Design seq_control_module, sky130hd; sources not shown.
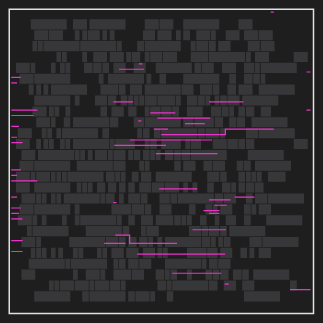
**Above:** run 1 (met3 routing).
Drawn at 4 px/micron. Cells faint in the background.
nets with wire on the layer: 39
wire length on this layer: 264 microns
longest straight run: 21.6 microns
main direction: horizontal
share of all routed wire: 3.9%
met3 capacity usage during global routing: 4.630%
Routed WL: 6708 microns

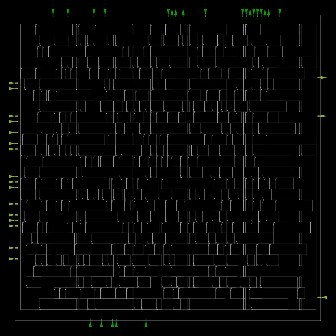
**Above:** run 1 (placed standard cells).
post-layout instance count excluding filler cells: 465
total of fill cells in the finished design: 414

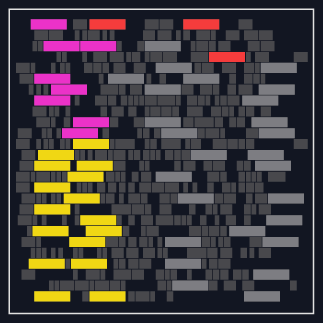
**Above:** run 1 (sequential cells grouped by signal name).
Drawn at 4 px/micron. Other sequential cells in the stronger gray, the rest of the logic in the fainter gray.
| signal | color | placed flops |
|---|---|---|
| `r_pattern` | magenta | 8 |
| `r_len` | red | 3 |
| `r_gap` | yellow | 16 |
not colored: 26
area occupied by registers: 1326 sq um
Flop+latch power: 1.05 mW

==> flow.log, run 1 <==
[flow] final metrics
INFO  metric outcome = complete, no violations
INFO  metric synth-edff-count = 0
INFO  metric ctsHtreeMaxLevel = 2
INFO  metric cts.repair_timing.setup_buffer_count = 0
INFO  metric port-buffer-count = 41
INFO  metric final_cell_mix = sky130_fd_sc_hd__nand2_1 (88), sky130_fd_sc_hd__dfrtp_1 (53), sky130_fd_sc_hd__clkdlybuf4s50_1 (40)
INFO  metric n_clock_buffer = 6
INFO  metric critical_path.top_delay_family = AND-OR/OR-AND gates
INFO  metric fraction_of_area_in_clock_buffers_and_inverters = between 2 and 2.5%
INFO  metric power.largest_group = registers
INFO  metric weighted_congestion_at_the_end_of_routability_driven_global_placement = approximately 0.87
INFO  metric dpl.cell_count = approximately 460
INFO  metric yosys.area_share.xor_xnor = roughly 4.7%
INFO  metric number_of_hold_buffers_added_after_cts = 0
INFO  metric final_setup_slack_of_the_worst_path = 592.1 ps
INFO  metric ys_sh_mux = less than 1%
INFO  metric yosys_register_bits = around 53
INFO  metric synthArstFlopShare = 100.0%
INFO  metric yosys.area_share.aoi = a little under a fifth
INFO  metric power.share.sequential = between 40% and 50%
INFO  metric antenna_left = 0
INFO  metric power_leakage = 1.539 nW
INFO  metric syn_to_final_growth = 18.65%
INFO  metric worst_r2r_path_depth = 9
INFO  metric timing_max_transition_violations_final = 0
INFO  metric synth_seq_share = between 40% and 50%
INFO  metric hold_path_class = in2async
INFO  metric non_clock_inverter_count = 14
INFO  metric synth.lib_cells_used.distinct = around 53
INFO  metric placed_area = around 3500 sq um
INFO  metric tritoncts.num_buffers = 5
INFO  metric layout.core_utilization = 68.48%
INFO  metric fp_nets = approximately 400
INFO  metric initial_antenna_violation_count = 0
INFO  metric min_period = roughly 2900 ps
INFO  metric drt_pass1_iterations = 4
INFO  metric finalSetupViolCount = 0
INFO  metric grt_setup_unrepaired = false
INFO  metric layout.cells.most_common = sky130_fd_sc_hd__nand2_1
INFO  metric hold_viol_final = 0
INFO  metric clock_power = about 340 uW
INFO  metric cp.arrival = between 2000 and 3000 ps
INFO  metric ys_sh_simple = a little over a quarter
INFO  metric synth.largest_area_cell = sky130_fd_sc_hd__dfrtp_1
INFO  metric logic_power_comb = roughly 880 uW
INFO  metric clock_insertion_delay_worst_skew = 310 ps
INFO  metric cp.buffers_inverters = 1
INFO  metric setup.worst_path.start_class = flop
INFO  metric critPathKind = reg2reg
INFO  metric syn_inst = approximately 350
INFO  metric detail_route.iter0.violations = ~170
INFO  metric nets = between 400 and 500
INFO  metric core_area = roughly 5200 sq um
INFO  metric cp_max_fo = 23
INFO  metric grt_pass1_vias = 2272
INFO  metric final_design_area_no_fill = roughly 3500 sq um
INFO  metric ioPinCount = between 40 and 50
INFO  metric globalRoute.totalOverflow = 0
INFO  metric comb_area_share = a little over two fifths
INFO  metric floorplan.die.width = 75.68 microns
INFO  metric openroad.warnings = 26
INFO  metric yosysTopAreaCellShare = between 40% and 50%
INFO  metric design.seq.count = 53
INFO  metric max-clock-path-buffers = 2
INFO  metric register_share_of_the_cell_area = 37.44%
INFO  metric antennaDiodeCount = 0
INFO  metric chip_area = about 5700 sq um
INFO  metric worstSetupEndpointType = flop
INFO  metric critical_path.cell_chain = inv_1 > ha_1 > nor3b_1 > nand4b_1 > nor3_1 > nor2_1 > o21a_1 > o21ai_0 > a22o_1
INFO  metric synthFlopType = sky130_fd_sc_hd__dfrtp_1
INFO  metric core_util_floorplan = between 50% and 60%
INFO  metric cts_tree = yes
INFO  metric p_int = 1.363 mW
INFO  metric preCtsSetupSlack = 414.2 ps
INFO  metric critPathRequiredTime = 3500 ps
INFO  metric yosys_warnings = 0
INFO  metric nWellTaps = approximately 70
INFO  metric finalClockPeriodUsage = between 80% and 90%
INFO  metric critical-path-slowest-cell = sky130_fd_sc_hd__o21a_1
INFO  metric layout.non_clock_buffers = 48
[run 1: routing by layer]
layer	share of wire (%)	vias to the layer above	global-route usage [%]	routed length, microns
met5	0	-	0	0
met4	1.1	0	5.761	71
met3	3.9	8	4.630	263
met2	46	69	36.31	3098
met1	49	1259	37.08	3274
li1	-	1322	-	-
[run 1: kinds of logic after synthesis]
group,after synthesis
DFF,53
adders and majority gates,4
xor gates and xnor gates,16
and+or+nand+nor,166
AOI/OAI and AO/OA,85
buffers and inverters,29
muxes,1
**Run 1: sizing map**

Drawn at 4 px/micron.
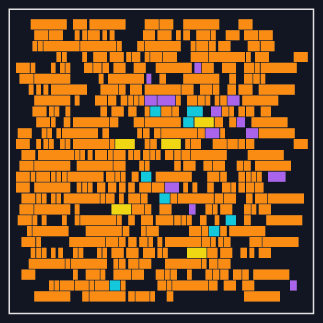

==> run 2: changes to the inputs <==
==> constraint.sdc (replaced) <==
create_clock -name CLK -period 3.04 [get_ports CLK]
set_clock_uncertainty 0.2 [all_clocks]
set_input_delay 0.608 -clock CLK [delete_from_list [all_inputs] [get_ports CLK]]
set_output_delay 0.608 -clock CLK [all_outputs]
set_load 0.02 [all_outputs]
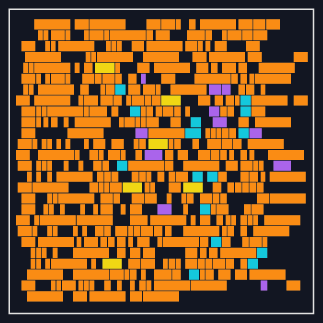
**Above:** run 2 (sizing map).
Drawn at 4 px/micron.
| size | color | cells | share |
|---|---|---|---|
| x6 and larger | yellow | 6 | 1.5% |
| x2 | purple | 11 | 2.7% |
| x3 and x4 | cyan | 15 | 3.7% |
| x1 and smaller | orange | 370 | 92% |
post-route cell area: 3608 sq um
Buffers excl. clock: 56
relative area change from synthesis to final layout: 20.87%

==> run 2 against run 1 <==
Compared with the run above: clock-buffer cell count is 1 higher; hold slack better by 68 ps; core utilization is 1.3 points higher; flip-flop count stayed put; sequential power is about 20% higher; clock power is 18% higher; routed wire length is 0.91% higher; cell count is 1.5% higher; worst setup slack worse by 240 ps; register-to-register slack worse by 240 ps.
==> flow.log, run 2 <==
[flow] final metrics
INFO  metric yosys.area_share.xor_xnor = 4.694% (unchanged)
INFO  metric worstSetupEndpointType = flop (unchanged)
INFO  metric ys_sh_simple = 26.24% (unchanged)
INFO  metric core_util_floorplan = 57.72% (unchanged)
INFO  metric cp.arrival = 2730 ps (was 2910 ps)
INFO  metric port-buffer-count = 41 (unchanged)
INFO  metric whs_path_depth = 2
INFO  metric grt.busiest_layer = met2 (was met1)
INFO  metric routed.top_layer = met4 (unchanged)
INFO  metric hold_viol_final = 0 (unchanged)
INFO  metric cp.buffers_inverters = 1 (unchanged)
INFO  metric power.share.sequential = 45.7% (was 46.3%)
INFO  metric logic_power_comb = 1.04 mW (was 879 uW)
INFO  metric clock_power = 405 uW (was 342 uW)
INFO  metric synthArstFlopShare = 100.0% (unchanged)
INFO  metric fp_nets = 392 (unchanged)
INFO  metric cts.repair_timing.setup_buffer_count = 0 (unchanged)
INFO  metric drt_pass1_iterations = 4 (unchanged)
INFO  metric synth.lib_cells_used.distinct = 53 (unchanged)
INFO  metric non_clock_inverter_count = 14 (unchanged)
INFO  metric layout.cells.most_common = sky130_fd_sc_hd__nand2_1 (unchanged)
INFO  metric drt-met1-wl = 3253 microns (was 3274 microns)
INFO  metric nets = 440 (was 432)
INFO  metric yosys_register_bits = 53 (unchanged)
INFO  metric globalRouteMet3Util = 3.571% (was 4.630%)
INFO  metric global_route_met1_usage = 38.16% (was 37.08%)
INFO  metric critPathRequiredTime = 3090 ps (was 3500 ps)
INFO  metric nWellTaps = 70 (unchanged)
INFO  metric globalRoute.totalOverflow = 0 (unchanged)
INFO  metric critical-path-slowest-cell = sky130_fd_sc_hd__or3_1 (was sky130_fd_sc_hd__o21a_1)
INFO  metric timing_max_transition_violations_final = 0 (unchanged)
INFO  metric tritoncts.num_buffers = 5 (unchanged)
INFO  metric initial_antenna_violation_count = 0 (unchanged)
INFO  metric antennaDiodeCount = 0 (unchanged)
INFO  metric clock_insertion_delay_worst_skew = 310 ps (about the same)
INFO  metric routed-wl-met2 = 3164 microns (was 3098 microns)
INFO  metric worst_r2r_path_depth = 8 (was 9)
INFO  metric finalSetupViolCount = 0 (unchanged)
INFO  metric powerSeq = 1.22 mW (was 1.05 mW)
INFO  metric routed-wl-met3 = 264 microns (was 263 microns)
INFO  metric synth.largest_area_cell = sky130_fd_sc_hd__dfrtp_1 (unchanged)
INFO  metric layout.area.seq = 1326 sq um (unchanged)
INFO  metric finalClockPeriodUsage = 88.38% (was 83.08%)
INFO  metric design.seq.count = 53 (unchanged)
INFO  metric fillerInstances = 441 (was 414)
INFO  metric ioPinCount = 42 (unchanged)
INFO  metric ys_sh_mux = 0.3353% (unchanged)
INFO  metric hold_path_class = reg2reg (was in2async)
INFO  metric yosys.area_share.aoi = 18.32% (unchanged)
INFO  metric setup.worst_path.start_class = flop (unchanged)
INFO  metric n_clock_buffer = 7 (was 6)
INFO  metric syn_inst = 354 (unchanged)
INFO  metric critical_path.cell_chain = or3_1 > or3b_4 > o31a_1 > o21ai_2 > inv_2 > a211o_1 > nand4_1 > and3b_1 (was inv_1 > ha_1 > nor3b_1 > nand4b_1 > nor3_1 > nor2_1 > o21a_1 > o21ai_0 > a22o_1)
INFO  metric yosys_warnings = 0 (unchanged)
INFO  metric synthFlopType = sky130_fd_sc_hd__dfrtp_1 (unchanged)
INFO  metric power_leakage = 1.576 nW (was 1.539 nW)
INFO  metric min_period = 2687 ps (was 2908 ps)
INFO  metric synth-edff-count = 0 (unchanged)
INFO  metric p_int = 1.611 mW (was 1.363 mW)
INFO  metric openroad.warnings = 26 (unchanged)
INFO  metric fraction_of_area_in_clock_buffers_and_inverters = 2.393% (was 2.331%)
INFO  metric outcome = complete, no violations (unchanged)
INFO  metric antenna_left = 0 (unchanged)
INFO  metric grt_setup_unrepaired = false (unchanged)
INFO  metric ctsHtreeMaxLevel = 2 (unchanged)
INFO  metric floorplan.die.width = 75.68 microns (unchanged)
INFO  metric routed_wl = 6769 microns (was 6708 microns)
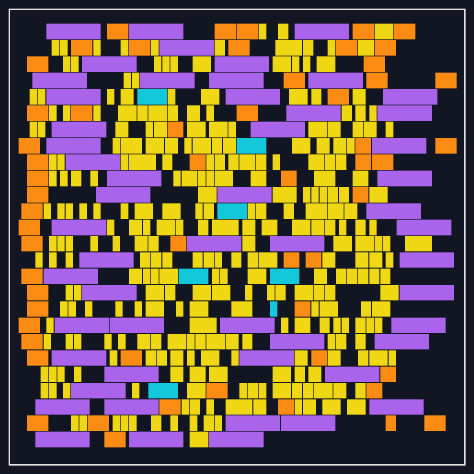
**Above:** run 2 (cells colored by class).
Drawn at 6 px/micron.
| class | color | cells | share of their area |
|---|---|---|---|
| clock drivers and dummy loads | cyan | 7 | 2.5% |
| remaining logic cells | yellow | 286 | 45% |
| registers | purple | 53 | 38% |
| remaining buffers and delay cells | orange | 56 | 15% |
register share of the cell area: 36.75%
number of rows created at floorplan: 26
fin util: 69.76%
Core Area: 5172 sq um

==> run 2: cell count changes in the layout (fill, tap and decap cells not counted) <==
cell,delta
sky130_fd_sc_hd__clkbuf_8,+1
sky130_fd_sc_hd__buf_4,+7
sky130_fd_sc_hd__dlygate4sd3_1,+1
sky130_fd_sc_hd__clkinv_2,-2
==> run 2: metrics by stage <==
step           std cells  utilization [%]  setup WS (ps)  area [sq um]  hold slack [ps]
2_1_floorplan        354                -          332.8          2985            112.4
3_3_place_gp         464            67.90          130.2          3512            221.1
3_5_place_dp         464            67.90          75.12          3512            222.4
4_1_cts              472            69.76          358.1          3608            300.3
5_1_grt              472            69.76          83.83          3608            342.7
6_report             472            69.76          353.3          3608            300.5
No activity file was given, so power comes from the tool's default toggle rates.
